<file path="src/rtl/regbank_pkg.sv">
// Shared types and default sizing for the parametrised register bank.
// Decrement support is compiled in only when REGBANK_DEC_EN is defined.
package regbank_pkg;

   typedef enum logic {
      RD_IDLE = 1'b0,
      RD_WAIT = 1'b1
   } rd_state_t;

   localparam int DEFAULT_DATA_W   = 16;
   localparam int DEFAULT_NUM_REGS = 10;
   localparam int DEFAULT_SEL_W    = 4;
   localparam int DEFAULT_DR_IDX   = 2;
   localparam int DEFAULT_AR_IDX   = 1;
   localparam int DEFAULT_MAX_WAIT = 8;
   localparam logic [DEFAULT_NUM_REGS-1:0] DEFAULT_INC_MASK = 10'b0111000001;

   localparam int AC_IDX = 0;

endpackage

</file>
<file path="src/rtl/regbank_cell.sv">
// One bank register: priority is rst > external load > write > inc > dec > hold.
// inc/dec only act when HAS_INC is set; the bank ties dec low unless REGBANK_DEC_EN.
module regbank_cell #(
   parameter int DATA_W  = 16,
   parameter bit HAS_INC = 1'b0
) (
   input  logic              clk,
   input  logic              rst,
   input  logic              load,
   input  logic [DATA_W-1:0] load_data,
   input  logic              we,
   input  logic [DATA_W-1:0] wdata,
   input  logic              inc,
   input  logic              dec,
   output logic [DATA_W-1:0] q
);

   // NOTE: sequential state uses <= so every register samples pre-edge values.
   always_ff @(posedge clk) begin
      if (rst) begin
         q <= '0;
      end else if (load) begin
         q <= load_data;
      end else if (we) begin
         q <= wdata;
      end else if (HAS_INC && inc) begin
         q <= q + DATA_W'(1);
      end else if (HAS_INC && dec) begin
         q <= q - DATA_W'(1);
      end
   end

endmodule

</file>
<file path="src/rtl/register_bank_param.sv">
// NUM_REGS-entry register bank with B-bus read mux, IR, and a RAM read FSM
// that loads DR with timeout. The dec port exists only when REGBANK_DEC_EN is defined.
module register_bank_param
   import regbank_pkg::*;
#(
   parameter int DATA_W   = DEFAULT_DATA_W,
   parameter int NUM_REGS = DEFAULT_NUM_REGS,
   parameter int SEL_W    = DEFAULT_SEL_W,
   parameter logic [NUM_REGS-1:0] INC_MASK = DEFAULT_INC_MASK,
   parameter int DR_IDX   = DEFAULT_DR_IDX,
   parameter int AR_IDX   = DEFAULT_AR_IDX,
   parameter int MAX_WAIT = DEFAULT_MAX_WAIT
) (
   input  logic                clk,
   input  logic                rst,
   input  logic [DATA_W-1:0]   c_bus_in,
   input  logic [NUM_REGS-1:0] c_we,
   input  logic [NUM_REGS-1:0] inc,
`ifdef REGBANK_DEC_EN
   input  logic [NUM_REGS-1:0] dec,
`endif
   input  logic [SEL_W-1:0]    b_sel,
   output logic [DATA_W-1:0]   b_bus_out,
   output logic [DATA_W-1:0]   ac_out,
   input  logic                ld_ir,
   output logic [DATA_W-1:0]   ir_out,
   input  logic                mem_rd_start,
   output logic                mem_req,
   output logic [DATA_W-1:0]   mem_addr,
   input  logic [DATA_W-1:0]   mem_rdata,
   input  logic                mem_ack,
   output logic                rd_busy,
   output logic                rd_done,
   output logic                rd_err
);

   localparam int CNT_W = (MAX_WAIT > 2) ? $clog2(MAX_WAIT) : 1;

   logic [DATA_W-1:0]   regs [NUM_REGS];
   logic [NUM_REGS-1:0] dec_eff;
   logic                ram_load;
   rd_state_t           state;
   logic [CNT_W-1:0]    wait_cnt;

`ifdef REGBANK_DEC_EN
   assign dec_eff = dec;
`else
   assign dec_eff = '0;
`endif

   // An ack is only meaningful while a read is outstanding.
   assign ram_load = (state == RD_WAIT) && mem_ack;

   for (genvar g = 0; g < NUM_REGS; g++) begin : g_cell
      regbank_cell #(
         .DATA_W  (DATA_W),
         .HAS_INC (INC_MASK[g])
      ) u_cell (
         .clk       (clk),
         .rst       (rst),
         .load      ((g == DR_IDX) ? ram_load : 1'b0),
         .load_data (mem_rdata),
         .we        (c_we[g]),
         .wdata     (c_bus_in),
         .inc       (inc[g]),
         .dec       (dec_eff[g]),
         .q         (regs[g])
      );
   end

   assign ac_out = regs[AC_IDX];

   // NOTE: the default before the loop keeps this purely combinational (no latch).
   always_comb begin
      b_bus_out = '0;
      for (int i = 0; i < NUM_REGS; i++) begin
         if (b_sel == SEL_W'(i)) begin
            b_bus_out = regs[i];
         end
      end
   end

   // IR takes the DR value from before the edge, regardless of a concurrent DR load.
   always_ff @(posedge clk) begin
      if (rst) begin
         ir_out <= '0;
      end else if (ld_ir) begin
         ir_out <= regs[DR_IDX];
      end
   end

   always_ff @(posedge clk) begin
      if (rst) begin
         state    <= RD_IDLE;
         wait_cnt <= '0;
         mem_req  <= 1'b0;
         rd_busy  <= 1'b0;
         rd_done  <= 1'b0;
         rd_err   <= 1'b0;
         mem_addr <= '0;
      end else begin
         rd_done <= 1'b0;
         rd_err  <= 1'b0;
         case (state)
            RD_IDLE: begin
               if (mem_rd_start) begin
                  state    <= RD_WAIT;
                  wait_cnt <= '0;
                  mem_req  <= 1'b1;
                  rd_busy  <= 1'b1;
                  mem_addr <= regs[AR_IDX];
               end
            end
            RD_WAIT: begin
               if (mem_ack) begin
                  state   <= RD_IDLE;
                  mem_req <= 1'b0;
                  rd_busy <= 1'b0;
                  rd_done <= 1'b1;
               end else if (wait_cnt == CNT_W'(MAX_WAIT - 1)) begin
                  state   <= RD_IDLE;
                  mem_req <= 1'b0;
                  rd_busy <= 1'b0;
                  rd_err  <= 1'b1;
               end else begin
                  wait_cnt <= wait_cnt + CNT_W'(1);
               end
            end
            default: begin
               state   <= RD_IDLE;
               mem_req <= 1'b0;
               rd_busy <= 1'b0;
            end
         endcase
      end
   end

endmodule
</file>
<file path="config.mk">
export PLATFORM = sky130hd
export DESIGN_NAME = register_bank_param
export DESIGN_NICKNAME = d
export VERILOG_FILES = /design/src/rtl/regbank_pkg.sv /design/src/rtl/regbank_cell.sv /design/src/rtl/register_bank_param.sv
export SDC_FILE = /design/constraint.sdc
export NUM_CORES = 1
export LEC_CHECK = 0
export ABC_AREA = 1
export CELL_PAD_IN_SITES_DETAIL_PLACEMENT = 0
export CELL_PAD_IN_SITES_GLOBAL_PLACEMENT = 1
export CORE_MARGIN = 4
export CORE_UTILIZATION = 30
export DETAILED_ROUTE_END_ITERATION = 8
export PLACE_DENSITY_LB_ADDON = 0.1
export SYNTH_ARGS = -nofsm -noshare
export SYNTH_HDL_FRONTEND = slang
export SYNTH_HIERARCHICAL = 1
export SYNTH_SLANG_ARGS = --single-unit
</file>
<file path="constraint.sdc">
create_clock -name clk -period 1.8 [get_ports clk]
set_input_delay 0.36 -clock clk [delete_from_list [all_inputs] [get_ports clk]]
set_output_delay 0.36 -clock clk [all_outputs]
set_load 0.1 [all_outputs]
</file>
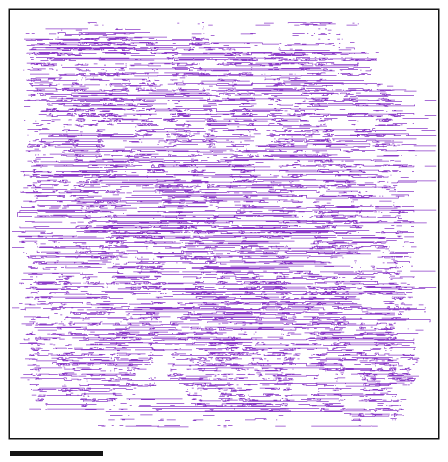
(metal 1)
Scale bar: 50 um.
The layer carries 30.6 mm of wire. 2672 nets have wire on it. The longest straight run is 127 um.

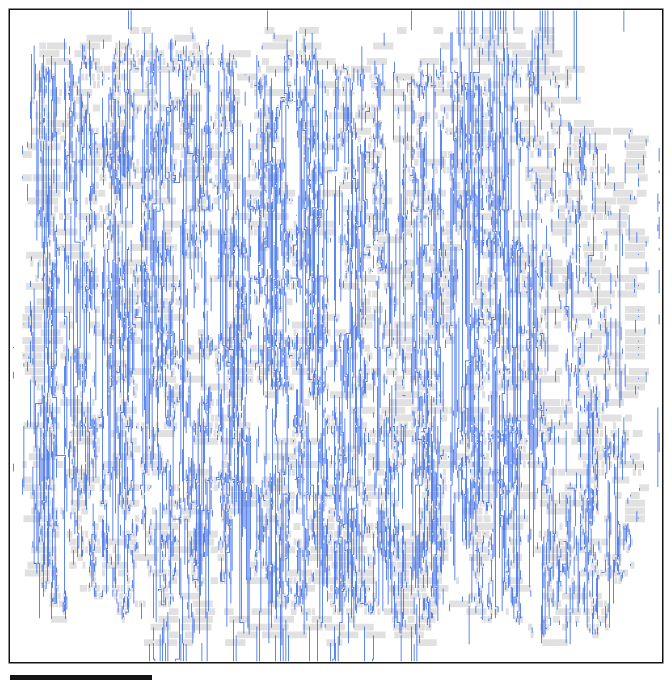
(the metal 2 layer)
Scale bar: 50 um. Cells faint in the background.
The layer carries 32.9 mm of wire. The wires run mostly vertical. The layer holds 47% of the routed length. 2221 nets have wire on it.

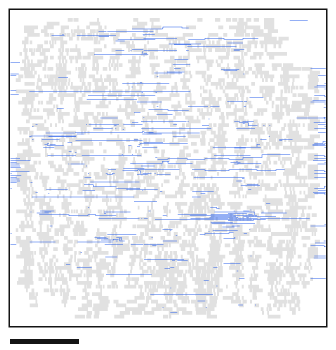
(metal 3)
Scale bar: 50 um. Cells faint in the background.
195 nets have wire on it. The layer holds 5.3% of the routed length. The layer carries 3680 um of wire.

==> Changelog: implementation <==
### Physical design

* Number of multi-input combinational cells in the layout at 1816
* Number of antenna violations at the first check in global routing at 0
* Unrepaired setup endpoints after global routing: true
* Min-delay worst type: input port to flop
* Average routed wire per standard cell at 20.6 um
* Final standard cell area without fillers at 0.0217 sq mm
* Leakage power figure at 0.0103 uW
* Standard-cell row count at 80
* Critical path class: flop to output pin
* Synth unique cells at 38
* Post-synthesis chip area from yosys at 0.0146 sq mm
* Worst vdd rail ir drop at 536 uV
* Clock Sinks at 199
* Slew at the pin closest to its max-slew limit at 0.778 ns
* P per Cell Area at 724 mW/mm^2
* Routed wire length at 70100 um
* Number of standard cells in the final layout excluding fillers at 3405
* Count of antenna-violating nets left after detailed routing at 0
* Die footprint at 0.0524 sq mm
* TritonCTS clock tree: yes
* TAP cells at 615
* Most common logic cell in the routed design: nand2_1
* Multi-input logic portion of the cell area at 0.473
* Top Layout Cells: 702 x nand2_1, 265 x inv_1, 256 x nand3_1, 253 x buf_4, 188 x nor2_1
* Dpl hpwl at 51600 um
* Hold endpoint: g_cell[6].u_cell/q[11]$_SDFFE_PP0P_
* Cell area after synthesis at 0.0146 sq mm
* Largest area class, layout: combinational gates
* Violated checks: negative setup slack
* CP endpoint kind: output pin
* Non-clk bufs at 432
* Endpoint of the worst register-to-register path: g_cell[0].u_cell/q[4]$_SDFFE_PP0P_
* Standard cell core area at 0.0479 sq mm
* Yosys reg bits at 199
* Wire length of the first global-routing pass at 103000 um
* Smallest setup slack after layout at -0.470 ns
* Number of fillers in the final layout at 5019
* Count of tool warnings at 35
* Flops at 199
* Crit path to: b_bus_out[11]
* Synthesized netlist cell count at 2408
* Syn avg cell area at 6.08 sq um
* Fraction of the yosys area taken by sequential cells at 0.272
* Skew final at 0.0167 ns
* Diode insertion count for antenna repair at 1
* Initial drt markers at 1184
* Beginning of the worst hold path: rst
* Final global-route overflow total at 0
* Final Setup Violations at 17
* Die Y at 229 um
* Register-to-Register Setup Slack at -0.01 ns
* Worst r2r path cells at 11
* Number of cells on the worst hold path at 2
* Final number of hold-violating endpoints at 0
* Number of buffers inserted for hold repair after clock tree synthesis at 0
* CTS max path bufs at 2
* Overall via count from detail_route at 17100
* Critical Path Source: g_cell[0].u_cell/q[11]$_SDFFE_PP0P_
* CTS Root Buffer Type: clkbuf_16
* Fraction of the core area occupied by cells at floorplan at 0.305
* I/O pins at 129
* Number of warnings issued by yosys at 6
* Die x size at 229 um
* Result of the run: finished with violations
* Fraction of area in clock buffers and inverters at 0.0286
* Post-route fraction of the period consumed by the critical path at 1.26
* Min Tclk post-route at 2.27 ns
* Vias in the first global route at 16100
* Number of search-and-repair iterations in the first detailed-routing pass at 5
* CTS Buf Count at 17
* Area of placed instances at 0.0193 sq mm
* Fraction of layout instances using a drive strength above 1 at 0.284
* Number of maximum-capacitance constraint violations at 0
* PortBufs at 122
* Total instance count after detailed placement at 3330
* Maximum clock frequency at 0.440 GHz
* Final hold slack at 0.238 ns
* Clock input transition at the sequential cells of the worst setup and hold paths at 0.08 ns
* Final Max Slew Viols at 0
* Global routing usage summed across all routing layers at 0.261
* Data arrival at the endpoint of the critical path at 1.91 ns
* Highest fanout seen on the critical path at 2
* Sequential share of cell area at 0.189
* Weighted congestion reported at the end of routability-driven placement at 0.920
* Layout Nets at 2900
* Reg-to-reg critical path startpoint: g_cell[0].u_cell/q[0]$_SDFFE_PP0P_
* Element type at the critical path start: flop
* Max_slew headroom at 0.481
* Detailed-route DRC error count at 0
* Non-CTS inverters at 311
* Required time of the worst setup path at 1.44 ns
* Number of levels in the clock H-tree at 4
* Vias per cell at 5.02
* Synth-to-layout area growth at 48.2%
* Source-to-sink clock delay at the later pin of the worst-skew pair at 0.50 ns
* Combinational cell area excluding buffers and inverters at 0.0103 sq mm
* Buffering overhead at 0.218
* Total area of sequential cells at 0.00410 sq mm
* Clock tree buffer count of the final layout at 24
* Maximum number of pins on one net before global-route repair at 36
* Number of cells in Yosys stat at 2408
==> cells in the mapped netlist <==
master | instances | area [sq um]
buf_4 | 24 | 180
nor2_2 | 13 | 81.3
nor4_4 | 5 | 106
o21ai_0 | 93 | 465
nor2_1 | 240 | 901
a21oi_1 | 172 | 861
a21oi_2 | 4 | 35.0
nor3_1 | 1 | 5.00
inv_2 | 11 | 41.3
conb_1 | 1 | 3.75
nand2_1 | 754 | 2830
nor3_4 | 3 | 48.8
nand3_2 | 6 | 60.1
o21ai_2 | 3 | 26.3
o21bai_1 | 6 | 45.0
nor2_4 | 2 | 22.5
nand2_2 | 11 | 68.8
and2_1 | 1 | 6.26
o21a_1 | 2 | 15.0
buf_2 | 36 | 180
xnor2_1 | 12 | 105
o211ai_1 | 16 | 120
fa_1 | 4 | 80.1
buf_6 | 23 | 259
a211oi_1 | 1 | 7.51
ha_1 | 58 | 726
nand3_1 | 301 | 1510
xor2_1 | 13 | 114
dfxtp_1 | 199 | 3980
clkinv_1 | 5 | 18.8
inv_1 | 295 | 1110
nand4_1 | 43 | 269
clkbuf_1 | 17 | 63.8
a221oi_1 | 2 | 17.5
nand3b_1 | 14 | 105
buf_1 | 2 | 7.51
o21ai_1 | 9 | 45.0
nor2_8 | 6 | 120
==> routing by layer <==
layer | vias up | global-route usage | wire [um] | part of all wire
met4 | 0 | 0.0919 | 3010 | 0.043
met5 | - | 0 | 0 | 0
met3 | 133 | 0.0459 | 3680 | 0.053
met2 | 508 | 0.436 | 32900 | 0.47
met1 | 8009 | 0.339 | 30600 | 0.44
li1 | 8449 | - | - | -
==> power by group <==
part | internal, uW | total (uW) | switching [uW]
Combinational | 2570 | 6330 | 3760
Sequential | 4750 | 5120 | 371
Clock | 2300 | 4260 | 1960
Total | 9620 | 15700 | 6090
==> stage by stage <==
stage | power (uW) | setup TNS (ns) | setup WS, ns | util
6_report | 15700 | -6.41 | -0.470 | 0.453
3_5_place_dp | 10900 | -56.16 | -1.05 | 0.403
3_3_place_gp | 10800 | -54.67 | -1.05 | 0.403
2_1_floorplan | 8320 | -8.41 | -0.497 | -
4_1_cts | 15400 | -7.76 | -0.533 | 0.434
5_1_grt | 16500 | -7.80 | -0.546 | 0.453
==> repair_timing <==
| action | 4_1_cts | 5_1_grt |
|---|---|---|
| cloned | 2 | 0 |
| gates resized | 166 | 218 |
| endpoints found under the setup margin | 68 | 56 |
| pin swaps | 88 | 114 |
| setup buffers | 26 | 22 |
==> critical path, cell delays in order (launching register included) <==
cell and delay [ns]:
dfxtp_4 0.36, nand3_2 0.07, nand2_1 0.06, nor2_2 0.15, nand4_1 0.13, nor2_1 0.14
nand4_1 0.23, buf_12 0.26
==> sequential cells by signal (all words and copies together) (netlist names) <==
signal	cells
rd_busy	1
state	1
wait_cnt	3
rd_err	1
rd_done	1
mem_addr	16
ir_out	16
g_cell.u_cell/q	160
==> cell families (layout without fill, tap and decap cells) <==
group,after synthesis,in the layout,share of synthesized area
flops,199,199,0.272
fa+ha+maj,62,62,0.0550
xor+xnor,25,25,0.0150
buf+inv,413,774,0.127
simple gates,1400,1401,0.419
compound gates,308,308,0.112
other cells,1,21,0.000256
No activity file was given, so power comes from the tool's default toggle rates.
